`src/rtl/pdc_pkg.sv`:
```
// rtl/pdc_pkg.sv - shared types and default widths for the pattern detector
//
// Purpose: run-state encoding, default parameter widths and a configuration
// record used by pattern_det_ctrl and pdc_match_core.
// Ports: none (package).
package pdc_pkg;

   localparam int PDC_PAT_W = 8;
   localparam int PDC_LEN_W = 4;
   localparam int PDC_CNT_W = 16;
   localparam int PDC_TMO_W = 16;

   typedef enum logic [1:0] {
      S_IDLE = 2'd0,
      S_RUN  = 2'd1,
      S_DONE = 2'd2,
      S_TMO  = 2'd3
   } pdc_state_t;

   // Configuration record at the default widths.
   typedef struct packed {
      logic [PDC_PAT_W-1:0] pattern;
      logic [PDC_LEN_W-1:0] len;
      logic [PDC_CNT_W-1:0] target;
      logic [PDC_TMO_W-1:0] timeout;
   } pdc_cfg_t;

endpackage

```
`src/rtl/pdc_match_core.sv`:
```
// rtl/pdc_match_core.sv - serial shift register, fill counter and masked pattern compare
//
// Purpose: shifts qualified bits into the LSB of a PAT_W shift register and
// flags a match when at least len bits have arrived and the low len bits
// equal pattern[len-1:0].
// Build option: PDC_OVERLAP_EN defined keeps the fill count after a match so
// overlapping occurrences are counted; undefined restarts the fill count on
// every match.
// Ports:
//   clk, rstn      clock, asynchronous active-low reset
//   clr            clears shift register, fill count and pending match
//   in_valid       qualifies in_bit (shift only when high)
//   in_bit         serial data bit
//   pattern, len   pattern and its length (len assumed legal)
//   hit            combinational: this beat completes a match
//   match          registered hit, one-cycle pulse
module pdc_match_core
   import pdc_pkg::*;
#(
   parameter int PAT_W = PDC_PAT_W,
   parameter int LEN_W = PDC_LEN_W
) (
   input  logic             clk,
   input  logic             rstn,
   input  logic             clr,
   input  logic             in_valid,
   input  logic             in_bit,
   input  logic [PAT_W-1:0] pattern,
   input  logic [LEN_W-1:0] len,
   output logic             hit,
   output logic             match
);

   logic [PAT_W-1:0] r_sr;
   logic [LEN_W-1:0] r_fill;
   logic             r_match;

   logic [PAT_W-1:0] w_sr_nxt;
   logic [PAT_W-1:0] w_mask;
   logic [LEN_W-1:0] w_fill_nxt;
   logic             w_hit;

   always_comb begin
      w_mask = '0;
      for (int i = 0; i < PAT_W; i++) begin
         w_mask[i] = (LEN_W'(i) < len);
      end
   end

   assign w_sr_nxt   = {r_sr[PAT_W-2:0], in_bit};
   assign w_fill_nxt = (r_fill == LEN_W'(PAT_W)) ? r_fill : r_fill + LEN_W'(1);

   // Compare against the post-shift view so the completing beat itself counts.
   assign w_hit = in_valid && (w_fill_nxt >= len) &&
                  ((w_sr_nxt & w_mask) == (pattern & w_mask));

   always_ff @(posedge clk or negedge rstn) begin
      if (!rstn) begin
         r_sr    <= '0;
         r_fill  <= '0;
         r_match <= 1'b0;
      end else if (clr) begin
         r_sr    <= '0;
         r_fill  <= '0;
         r_match <= 1'b0;
      end else begin
         r_match <= w_hit;
         if (in_valid) begin
            r_sr <= w_sr_nxt;
`ifdef PDC_OVERLAP_EN
            r_fill <= w_fill_nxt;
`else
            // Stale bits left in r_sr are harmless: len fresh bits must
            // arrive before the fill count allows another compare.
            r_fill <= w_hit ? '0 : w_fill_nxt;
`endif
         end
      end
   end

   assign hit   = w_hit;
   assign match = r_match;

endmodule

```
`src/rtl/pattern_det_ctrl.sv`:
```
// rtl/pattern_det_ctrl.sv - run controller for a programmable serial pattern detector
//
// Purpose: holds configuration, runs IDLE/RUN/DONE/TMO, counts matches from
// pdc_match_core, tracks the run timeout and raises a sticky interrupt.
// Build option: PDC_OVERLAP_EN (overlapping matches, see pdc_match_core).
// Ports:
//   clk, rstn                  clock, asynchronous active-low reset
//   cfg_we, cfg_*              configuration load (ignored in RUN)
//   start, abort               single-cycle run control
//   in_valid, in_bit           qualified serial input
//   busy, done, timeout        state levels (RUN, DONE, TMO)
//   match, match_cnt           match pulse and run match count
//   irq, irq_clr               sticky interrupt and its clear
module pattern_det_ctrl
   import pdc_pkg::*;
#(
   parameter int PAT_W = PDC_PAT_W,
   parameter int LEN_W = PDC_LEN_W,
   parameter int CNT_W = PDC_CNT_W,
   parameter int TMO_W = PDC_TMO_W
) (
   input  logic             clk,
   input  logic             rstn,
   input  logic             cfg_we,
   input  logic [PAT_W-1:0] cfg_pattern,
   input  logic [LEN_W-1:0] cfg_len,
   input  logic [CNT_W-1:0] cfg_target,
   input  logic [TMO_W-1:0] cfg_timeout,
   input  logic             start,
   input  logic             abort,
   input  logic             in_valid,
   input  logic             in_bit,
   output logic             busy,
   output logic             match,
   output logic [CNT_W-1:0] match_cnt,
   output logic             done,
   output logic             timeout,
   output logic             irq,
   input  logic             irq_clr
);

   pdc_state_t       r_state;
   pdc_state_t       w_state_nxt;

   logic [PAT_W-1:0] r_cfg_pattern;
   logic [LEN_W-1:0] r_cfg_len;
   logic [CNT_W-1:0] r_cfg_target;
   logic [TMO_W-1:0] r_cfg_timeout;

   logic [PAT_W-1:0] r_shd_pattern;
   logic [LEN_W-1:0] r_shd_len;
   logic [CNT_W-1:0] r_shd_target;
   logic [TMO_W-1:0] r_shd_timeout;

   logic [CNT_W-1:0] r_cnt;
   logic [TMO_W-1:0] r_timer;
   logic             r_irq;

   logic             w_len_ok;
   logic             w_enter_run;
   logic             w_set_irq;
   logic             w_core_clr;
   logic             w_core_valid;
   logic             w_hit;
   logic             w_core_match;
   logic [CNT_W-1:0] w_cnt_inc;
   logic             w_tgt_hit;
   logic             w_tmo_hit;

   assign w_len_ok     = (r_cfg_len != '0) && (r_cfg_len <= LEN_W'(PAT_W));
   assign w_cnt_inc    = (&r_cnt) ? r_cnt : r_cnt + CNT_W'(1);
   assign w_tgt_hit    = w_hit && (r_shd_target != '0) && (w_cnt_inc == r_shd_target);
   assign w_tmo_hit    = (r_shd_timeout != '0) && (r_timer == r_shd_timeout - TMO_W'(1));
   assign w_core_valid = in_valid && (r_state == S_RUN);
   // Abort also clears the core so a match pulse due next cycle never appears.
   assign w_core_clr   = abort || w_enter_run;

   always_comb begin
      w_state_nxt = r_state;
      w_enter_run = 1'b0;
      w_set_irq   = 1'b0;
      if (abort) begin
         w_state_nxt = S_IDLE;
      end else begin
         case (r_state)
            S_RUN: begin
               if (w_tgt_hit) begin
                  w_state_nxt = S_DONE;
                  w_set_irq   = 1'b1;
               end else if (w_tmo_hit) begin
                  w_state_nxt = S_TMO;
                  w_set_irq   = 1'b1;
               end
            end
            default: begin
               if (start && w_len_ok) begin
                  w_state_nxt = S_RUN;
                  w_enter_run = 1'b1;
               end
            end
         endcase
      end
   end

   always_ff @(posedge clk or negedge rstn) begin
      if (!rstn) begin
         r_state <= S_IDLE;
      end else begin
         r_state <= w_state_nxt;
      end
   end

   always_ff @(posedge clk or negedge rstn) begin
      if (!rstn) begin
         r_cfg_pattern <= '0;
         r_cfg_len     <= '0;
         r_cfg_target  <= '0;
         r_cfg_timeout <= '0;
         r_shd_pattern <= '0;
         r_shd_len     <= '0;
         r_shd_target  <= '0;
         r_shd_timeout <= '0;
      end else begin
         if (cfg_we && (r_state != S_RUN)) begin
            r_cfg_pattern <= cfg_pattern;
            r_cfg_len     <= cfg_len;
            r_cfg_target  <= cfg_target;
            r_cfg_timeout <= cfg_timeout;
         end
         if (w_enter_run) begin
            r_shd_pattern <= r_cfg_pattern;
            r_shd_len     <= r_cfg_len;
            r_shd_target  <= r_cfg_target;
            r_shd_timeout <= r_cfg_timeout;
         end
      end
   end

   always_ff @(posedge clk or negedge rstn) begin
      if (!rstn) begin
         r_cnt   <= '0;
         r_timer <= '0;
         r_irq   <= 1'b0;
      end else begin
         if (w_enter_run) begin
            r_cnt <= '0;
         end else if (!abort && (r_state == S_RUN) && w_hit) begin
            r_cnt <= w_cnt_inc;
         end

         if (w_enter_run) begin
            r_timer <= '0;
         end else if (r_state == S_RUN) begin
            r_timer <= r_timer + TMO_W'(1);
         end

         if (w_set_irq) begin
            r_irq <= 1'b1;
         end else if (irq_clr) begin
            r_irq <= 1'b0;
         end
      end
   end

   pdc_match_core #(
      .PAT_W (PAT_W),
      .LEN_W (LEN_W)
   ) u_core (
      .clk      (clk),
      .rstn     (rstn),
      .clr      (w_core_clr),
      .in_valid (w_core_valid),
      .in_bit   (in_bit),
      .pattern  (r_shd_pattern),
      .len      (r_shd_len),
      .hit      (w_hit),
      .match    (w_core_match)
   );

   assign busy      = (r_state == S_RUN);
   assign done      = (r_state == S_DONE);
   assign timeout   = (r_state == S_TMO);
   assign match     = w_core_match;
   assign match_cnt = r_cnt;
   assign irq       = r_irq;

endmodule
```
`config.mk`:
```
export PLATFORM = sky130hd
export DESIGN_NAME = pattern_det_ctrl
export DESIGN_NICKNAME = d
export VERILOG_FILES = /design/src/rtl/pdc_pkg.sv /design/src/rtl/pdc_match_core.sv /design/src/rtl/pattern_det_ctrl.sv
export SDC_FILE = /design/constraint.sdc
export NUM_CORES = 1
export LEC_CHECK = 0
export CORE_ASPECT_RATIO = 1.1
export CORE_MARGIN = 2
export CORE_UTILIZATION = 50
export DETAILED_ROUTE_END_ITERATION = 16
export PLACE_DENSITY_LB_ADDON = 0.05
export SYNTH_ARGS = -nofsm -noshare
export SYNTH_HDL_FRONTEND = slang
export SYNTH_SLANG_ARGS = --single-unit
```
`constraint.sdc`:
```
create_clock -name clk -period 3.8 [get_ports clk]
set_clock_uncertainty 0.05 [all_clocks]
set_input_delay 0.38 -clock clk [delete_from_list [all_inputs] [get_ports clk]]
set_output_delay 0.38 -clock clk [all_outputs]
set_load 0.01 [all_outputs]
```
run_1/floorplan.png
Scale bar: 20 um. Pins as bars on the die edge.
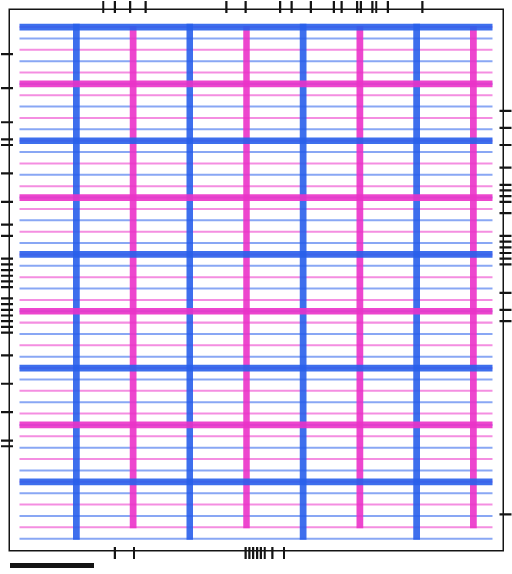
net	colour
VSS	blue
VDD	magenta
met1 rails	46
rows	45
met5 straps	9
core area: 13900 sq um
VDD IR max: 0.341 mV
die width: 118 um
Die H: 129 um

run_1/class_map.png
Scale bar: 20 um.
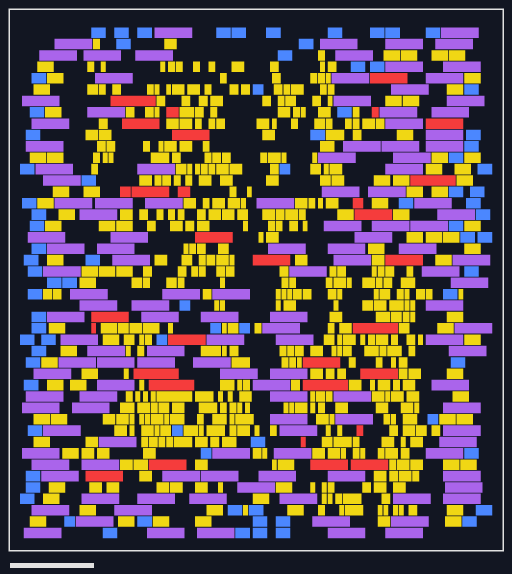
class	colour	cells
clock drivers and dummy loads	red	31
remaining buffers and delay cells	blue	82
remaining logic cells	yellow	503
registers	purple	135
final non-filler cell area: 8680 sq um
row count: 45
register share of the cell area: 0.389
Final Util: 0.627

run_1/clock_wires.png
Scale bar: 20 um.
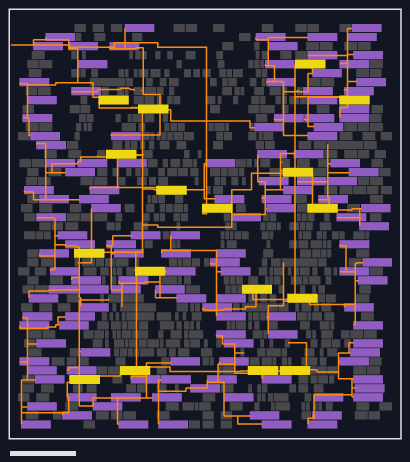
[clock wires] orange | length: 1820 um
[clock-net drivers] yellow | count: 17
[flip-flops] purple | count: 135
flops lie	spread over the die
Insertion Delay late pin: 430 ps
clock power share: 0.347
clk pwr: 1.86 mW

run_1/layers.png
Two of the layers only.
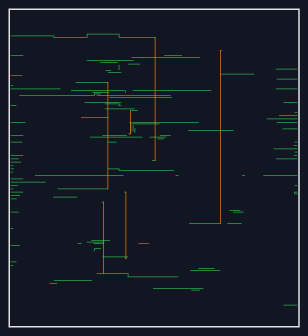
layer	colour	wire length
M4	orange	231 um
M3	green	940 um
via count: 5559
WL/cell: 18.3 um
Post-Route WL: 17.2 mm

==> summary.txt, run 1 <==
Outcome -> finished clean
Top cell category -> logic gates
Area leader share -> 0.474
Synth Warn # -> 0
Max cap viols -> 0
Setup bufs post-CTS -> 0
Clock buf/inv share -> 0.0755
Initial antenna violation count -> 0
Placed Area -> 8020 sq um
Worst-path clk slew -> 70 ps
PD cells -> 617 nW/um^2
WL met1 -> 7.66 mm
Mapped Nets -> 734
Flops -> 135
Yosys top cell by area -> dfrtp_1
RSZ-0062 raised after global routing -> false
Ports -> 73
Grt met1 use -> 0.311
Logic cell area -> 3550 sq um
Commonest Layout Cell -> dfrtp_1
Worst path bufs/invs -> 4
Top cells by area -> dfrtp_1 (47%), mux2_2 (13%), xnor2_1 (3.4%)
Chip footprint -> 15200 sq um
Synth-to-layout area growth -> 21.8%
Final Hold Vio Count -> 0
Grt met3 use -> 0.0625
Main synth FF type -> dfrtp_1
Detail Route met2 WL -> 8.38 mm
Final nets -> 801
Storage element area -> 3380 sq um
# port buffers -> 72
Cell area after synthesis -> 7120 sq um
Ys async rst share -> 1.00
Finished Layout Cells -> 939
Hpwl dp -> 12.1 mm
Startpoint types -> register
Yosys stat area -> 7120 sq um
Non-clk bufs -> 82
Ys cells -> 672
Top layer in use -> met4
Antenna Cells -> 0
Final-report max-slew violation count -> 0
Initial core utilization -> 0.514
Gp weighted congestion -> 0.929
GR Layer Usage met2 -> 0.392
Syn Inst Count -> 672
Worst hold slack -> 2.21 ps
Critical path capture point type -> register
DRC Markers -> 0
Hold_buf cts -> 0
Placement Setup Slack -> 734 ps
Antenna viol nets, final -> 0
Worst-Margin Slew -> 1070 ps
Combinational share of cell area -> 0.409
Count of library flops with an enable pin -> 0
Clk buf depth -> 2
Max-Slew Margin vs Limit -> 0.284
Mean area per synthesized cell -> 10.6 sq um
CTS Root Cell -> clkbuf_16
# clk buffers -> 19
Largest net degree at the start of global routing -> 112
Post-synth regs -> 135
CP arrival -> 3350 ps
Drt pass-1 iters -> 6
Num CTS Buffers -> 17
Max incr delay on CP -> 430 ps
Fillers -> 1194
Met3 wire length -> 939 um
Non-clock buffering overhead -> 0.0918
Crit-path leading delay family -> buffers and inverters
CTS Sinks -> 135
Vias in the first global route -> 5379
Yosys cell types -> 68
Worst Hold Class -> primary input to async pin
F_max -> 0.324 GHz
CTS H-tree depth -> 4
Signal inverters -> 17
Global-route wire length before repair -> 28.3 mm
Sequential share of the synthesized area -> 0.474
GRT Overall Usage -> 0.237
Inst Count DP -> 908
Final worst path period need -> 3080 ps
Worst setup margin -> 716 ps
CTS tree -> done
CP Cell Sequence -> inv_1, ha_1, nand2_1, nor2_1, xnor2_1, ha_1, nand2b_1, a2111oi_0, buf_4, nor4b_4, nand4b_1, buf_4, inv_2, a32o_1
DR vias/cell -> 5.92
Layout cells sized above 1 -> 0.181
Critical path class -> register to register
Top cells excl fill/tap -> dfrtp_1 (135), mux2_2 (82), clkdlybuf4s50_1 (71)
Cells resized by post-CTS repair -> 0
Count leader, synth -> dfrtp_1
Setup TNS -> 0 ps
[run 1: per-stage QoR]
stage,power [mW],utilization
after CTS,5.38,0.627
after global routing,5.65,0.627
after global placement,3.45,0.579
after detailed placement,3.50,0.579
after floorplan,3.07,-
final,5.35,0.627
[run 1: where the power goes]
group,switching (mW),internal [mW]
Sequential,0.442,1.78
Clock,0.632,1.23
Combinational,0.577,0.694
Total,1.65,3.70
[run 1: worst paths after layout]
path	cells past startpoint	end	slack (ps)	from
min in group clk	2	r_shd_timeout[0]	440	r_cfg_timeout[0]
worst min-delay path	1	r_cfg_timeout[2]	2	rstn
max in group asynchronous	2	r_shd_len[1]	2740	rstn
worst max register to register	14	match_cnt[1]	720	u_core.r_fill[0]
worst max-delay path	14	match_cnt[1]	720	u_core.r_fill[0]
worst min register to register	2	r_shd_timeout[0]	440	r_cfg_timeout[0]
[run 1: state kept, by name, indices dropped and copies added (netlist names)]
| register | cells |
|---|---|
| r_timer | 16 |
| r_cfg_timeout | 16 |
| r_shd_timeout | 16 |
| u_core.r_fill | 4 |
| u_core.match | 1 |
| match_cnt | 16 |
| r_cfg_target | 16 |
| r_shd_target | 16 |
| r_shd_len | 4 |
| u_core.r_sr | 7 |
| r_state | 2 |
| r_cfg_pattern | 8 |
| r_cfg_len | 4 |
| r_shd_pattern | 8 |
| irq | 1 |
[run 1: cells by family after synthesis]
kind of cell | Yosys count | share of synthesized area
adder cells (fa/ha/maj) | 11 | 0.0190
multiplexers | 84 | 0.132
AND/OR/NAND/NOR | 217 | 0.166
AND-OR/OR-AND | 123 | 0.117
flip-flops | 135 | 0.474
buffers and inverters | 51 | 0.0292
XOR/XNOR | 51 | 0.0627
run_1/placed.png
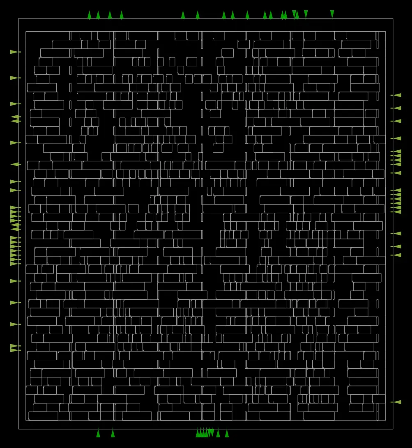

==> run 2: changes to the inputs <==
clock period = 2.7 ns   (was 3.8 ns; I/O delays follow)
run_2/placed.png
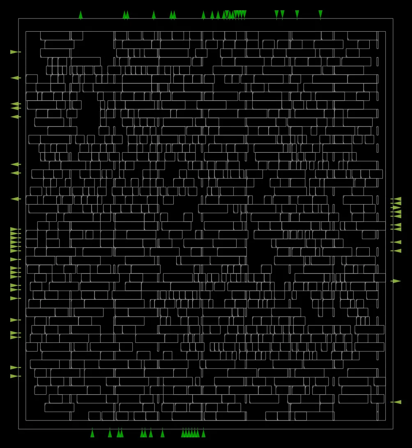
Finished Layout Cells: 991
Flops: 135
register share of the cell area: 0.362

==> run 2 against run 1 <==
Effect of this change:
- area after synthesis unchanged
- die area unchanged
- flip-flop count unchanged
- highest routed layer unchanged
- combinational power increased by 59%
- sequential share of layout area decreased by 2.8 points
- cell area increased by 7.6%
- count of clock-buffer cells in the layout decreased by 1
- register-to-register slack got worse by 830 ps
- sequential power increased by 38%
- non-clock buffer count increased by 51
- the run now ends with setup timing left
- first-iteration DRC count increased by 2.4%
- largest power group unchanged
- final cell count increased by 5.5%
==> summary.txt, run 2 <==
Ys cells -> 672 (unchanged)
Logic pwr share -> 0.273 (was 0.237)
Count leader, synth -> dfrtp_1 (unchanged)
Area leader share -> 0.474 (unchanged)
Die width -> 118 um (unchanged)
Worst setup margin -> -118 ps (was 716 ps)
Antenna viol nets, final -> 0 (unchanged)
Yosys cell types -> 68 (unchanged)
Die H -> 129 um (unchanged)
CP max FO -> 3 (was 21)
Synth Warn # -> 0 (unchanged)
Mean area per synthesized cell -> 10.6 sq um (unchanged)
Cell area after synthesis -> 7120 sq um (unchanged)
Grt met1 use -> 0.325 (was 0.311)
Inst Count DP -> 947 (was 908)
Internal power -> 4.94 mW (was 3.70 mW)
Sw Pwr -> 2.45 mW (was 1.65 mW)
Top layer in use -> met4 (unchanged)
Largest net degree at the start of global routing -> 76 (was 112)
Post-Route WL -> 18.0 mm (was 17.2 mm)
Violated checks -> setup timing
Combinational cell power -> 2.02 mW (was 1.27 mW)
WL met1 -> 8.21 mm (was 7.66 mm)
Commonest Layout Cell -> dfrtp_1 (unchanged)
Seq pwr -> 3.06 mW (was 2.22 mW)
Placed Area -> 8380 sq um (was 8020 sq um)
Insertion Delay late pin -> 420 ps (was 430 ps)
R2r startpoint -> u_core.r_fill[0] (unchanged)
CTS Root Cell -> clkbuf_16 (unchanged)
Main synth FF type -> dfrtp_1 (unchanged)
Setup TNS -> -646 ps (was 0 ps)
Synth-to-layout area growth -> 31.1% (was 21.8%)
Detail Route met2 WL -> 8.68 mm (was 8.38 mm)
Seq pwr share -> 0.414 (was 0.415)
Met3 wire length -> 791 um (was 939 um)
Final nets -> 852 (was 801)
Antenna Cells -> 0 (unchanged)
Grt met3 use -> 0.0493 (was 0.0625)
Final setup viols -> 12 (was 0)
Clk buf depth -> 2 (unchanged)
# port buffers -> 72 (unchanged)
Final worst path period need -> 2820 ps (was 3080 ps)
Num CTS Buffers -> 17 (unchanged)
Sequential share of the synthesized area -> 0.474 (unchanged)
DRC Markers -> 0 (unchanged)
Final non-filler cell area -> 9340 sq um (was 8680 sq um)
Top Consumer -> registers (unchanged)
CTS H-tree depth -> 4 (unchanged)
Gp weighted congestion -> 0.890 (was 0.929)
Post-synth regs -> 135 (unchanged)
CTS tree -> done (unchanged)
Worst Hold Class -> primary input to async pin (unchanged)
Top cells by area -> dfrtp_1 (47%), mux2_2 (13%), xnor2_1 (3.4%) (unchanged)
Placement Setup Slack -> -170 ps (was 734 ps)
PD cells -> 792 nW/um^2 (was 617 nW/um^2)
CTS Sinks -> 135 (unchanged)
R2r endpoint -> r_state[0] (was match_cnt[1])
Worst-Margin Slew -> 745 ps (was 1070 ps)
Critical path capture point type -> register (unchanged)
Row count -> 45 (unchanged)
Clock power share -> 0.313 (was 0.347)
Layout cells sized above 1 -> 0.271 (was 0.181)
R2R depth -> 12 (was 14)
Worst hold slack -> 385 ps (was 2.21 ps)
Chip footprint -> 15200 sq um (unchanged)
Via count -> 5787 (was 5559)
Top cells excl fill/tap -> dfrtp_1 (135), mux2_2 (82), clkdlybuf4s50_1 (71) (unchanged)
Initial antenna violation count -> 0 (unchanged)
DR vias/cell -> 5.84 (was 5.92)
Yosys stat area -> 7120 sq um (unchanged)
GRT Overall Usage -> 0.247 (was 0.237)
Clk pwr -> 2.32 mW (was 1.86 mW)
RSZ-0062 raised after global routing -> true (was false)
Initial core utilization -> 0.514 (unchanged)
Outcome -> finished, violations left (was finished clean)
Final Hold Vio Count -> 0 (unchanged)
Max-Slew Margin vs Limit -> 0.499 (was 0.284)
Vias in the first global route -> 5794 (was 5379)
Worst-path clk slew -> 70 ps (about the same)
Core area -> 13900 sq um (unchanged)
Ports -> 73 (unchanged)
VDD IR max -> 0.514 mV (was 0.341 mV)
Total Power -> 7.40 mW (was 5.35 mW)
Hpwl dp -> 12.7 mm (was 12.1 mm)
Drt pass-1 iters -> 5 (was 6)
F_max -> 0.355 GHz (was 0.324 GHz)
Ys async rst share -> 1.00 (unchanged)
Yosys top cell by area -> dfrtp_1 (unchanged)
Critical path class -> register to register (unchanged)
==> run 2: netlist changes by cell type in the layout (fill, tap and decap cells not counted), moves of 3 or more <==
cell       previous run  this run
o21ai_0              36        23
o31ai_1               7         3
bufinv_16             6         1
nor2_1               42        37
o21ai_2               0         3
buf_4                10        50
o21ai_1               0        10
buf_12                0         6
nor2_4                0         5
inv_8                 0         5
==> run 2: final cells by class <==
class	count	area, sq um
inverter	17	66.3
timing repair buffer	133	1320
fill	1088	4510
multi-input combinational	486	3750
clock buffer	18	439
sequential	135	3380
tap	188	235
clock inverter	14	153
==> run 2: how the worst max path moves through the flow <==
stage | endpoint | from | depth (start not counted)
2_1_floorplan | r_state[0] | u_core.r_fill[0] | 12
3_3_place_gp | r_state[0] | u_core.r_fill[1] | 12
3_5_place_dp | r_state[0] | u_core.r_fill[0] | 12
4_1_cts | r_state[0] | u_core.r_fill[0] | 12
5_1_grt | r_state[0] | u_core.r_fill[0] | 12
6_report | r_state[0] | u_core.r_fill[0] | 12
==> run 2: what timing repair did <==
action	CTS	global route
hold buffers	1	0
hold endpoints to repair	72	0
resized	38	15
buffers inserted	6	2
cloned	2	1
pin swaps	7	13
setup endpoints to repair	19	19
==> run 2: worst max-delay path, stage by stage, from the launching register on <==
cell	delay [ps]
dfrtp_1	410
inv_2	100
ha_4	140
nand2_4	60
nand3_2	70
o21ai_2	60
ha_1	270
o21ai_1	60
a222oi_1	280
nor4b_4	330
nand3_2	110
or4_1	500
o31a_1	250
==> run 2: cells by family after synthesis <==
| kind of cell | share of synthesized area |
|---|---|
| mux | 0.132 |
| buf+inv | 0.0292 |
| compound gates | 0.117 |
| flops | 0.474 |
| xor+xnor | 0.0627 |
| simple gates | 0.166 |
| fa+ha+maj | 0.0190 |
Power and IR drop assume default switching activity.
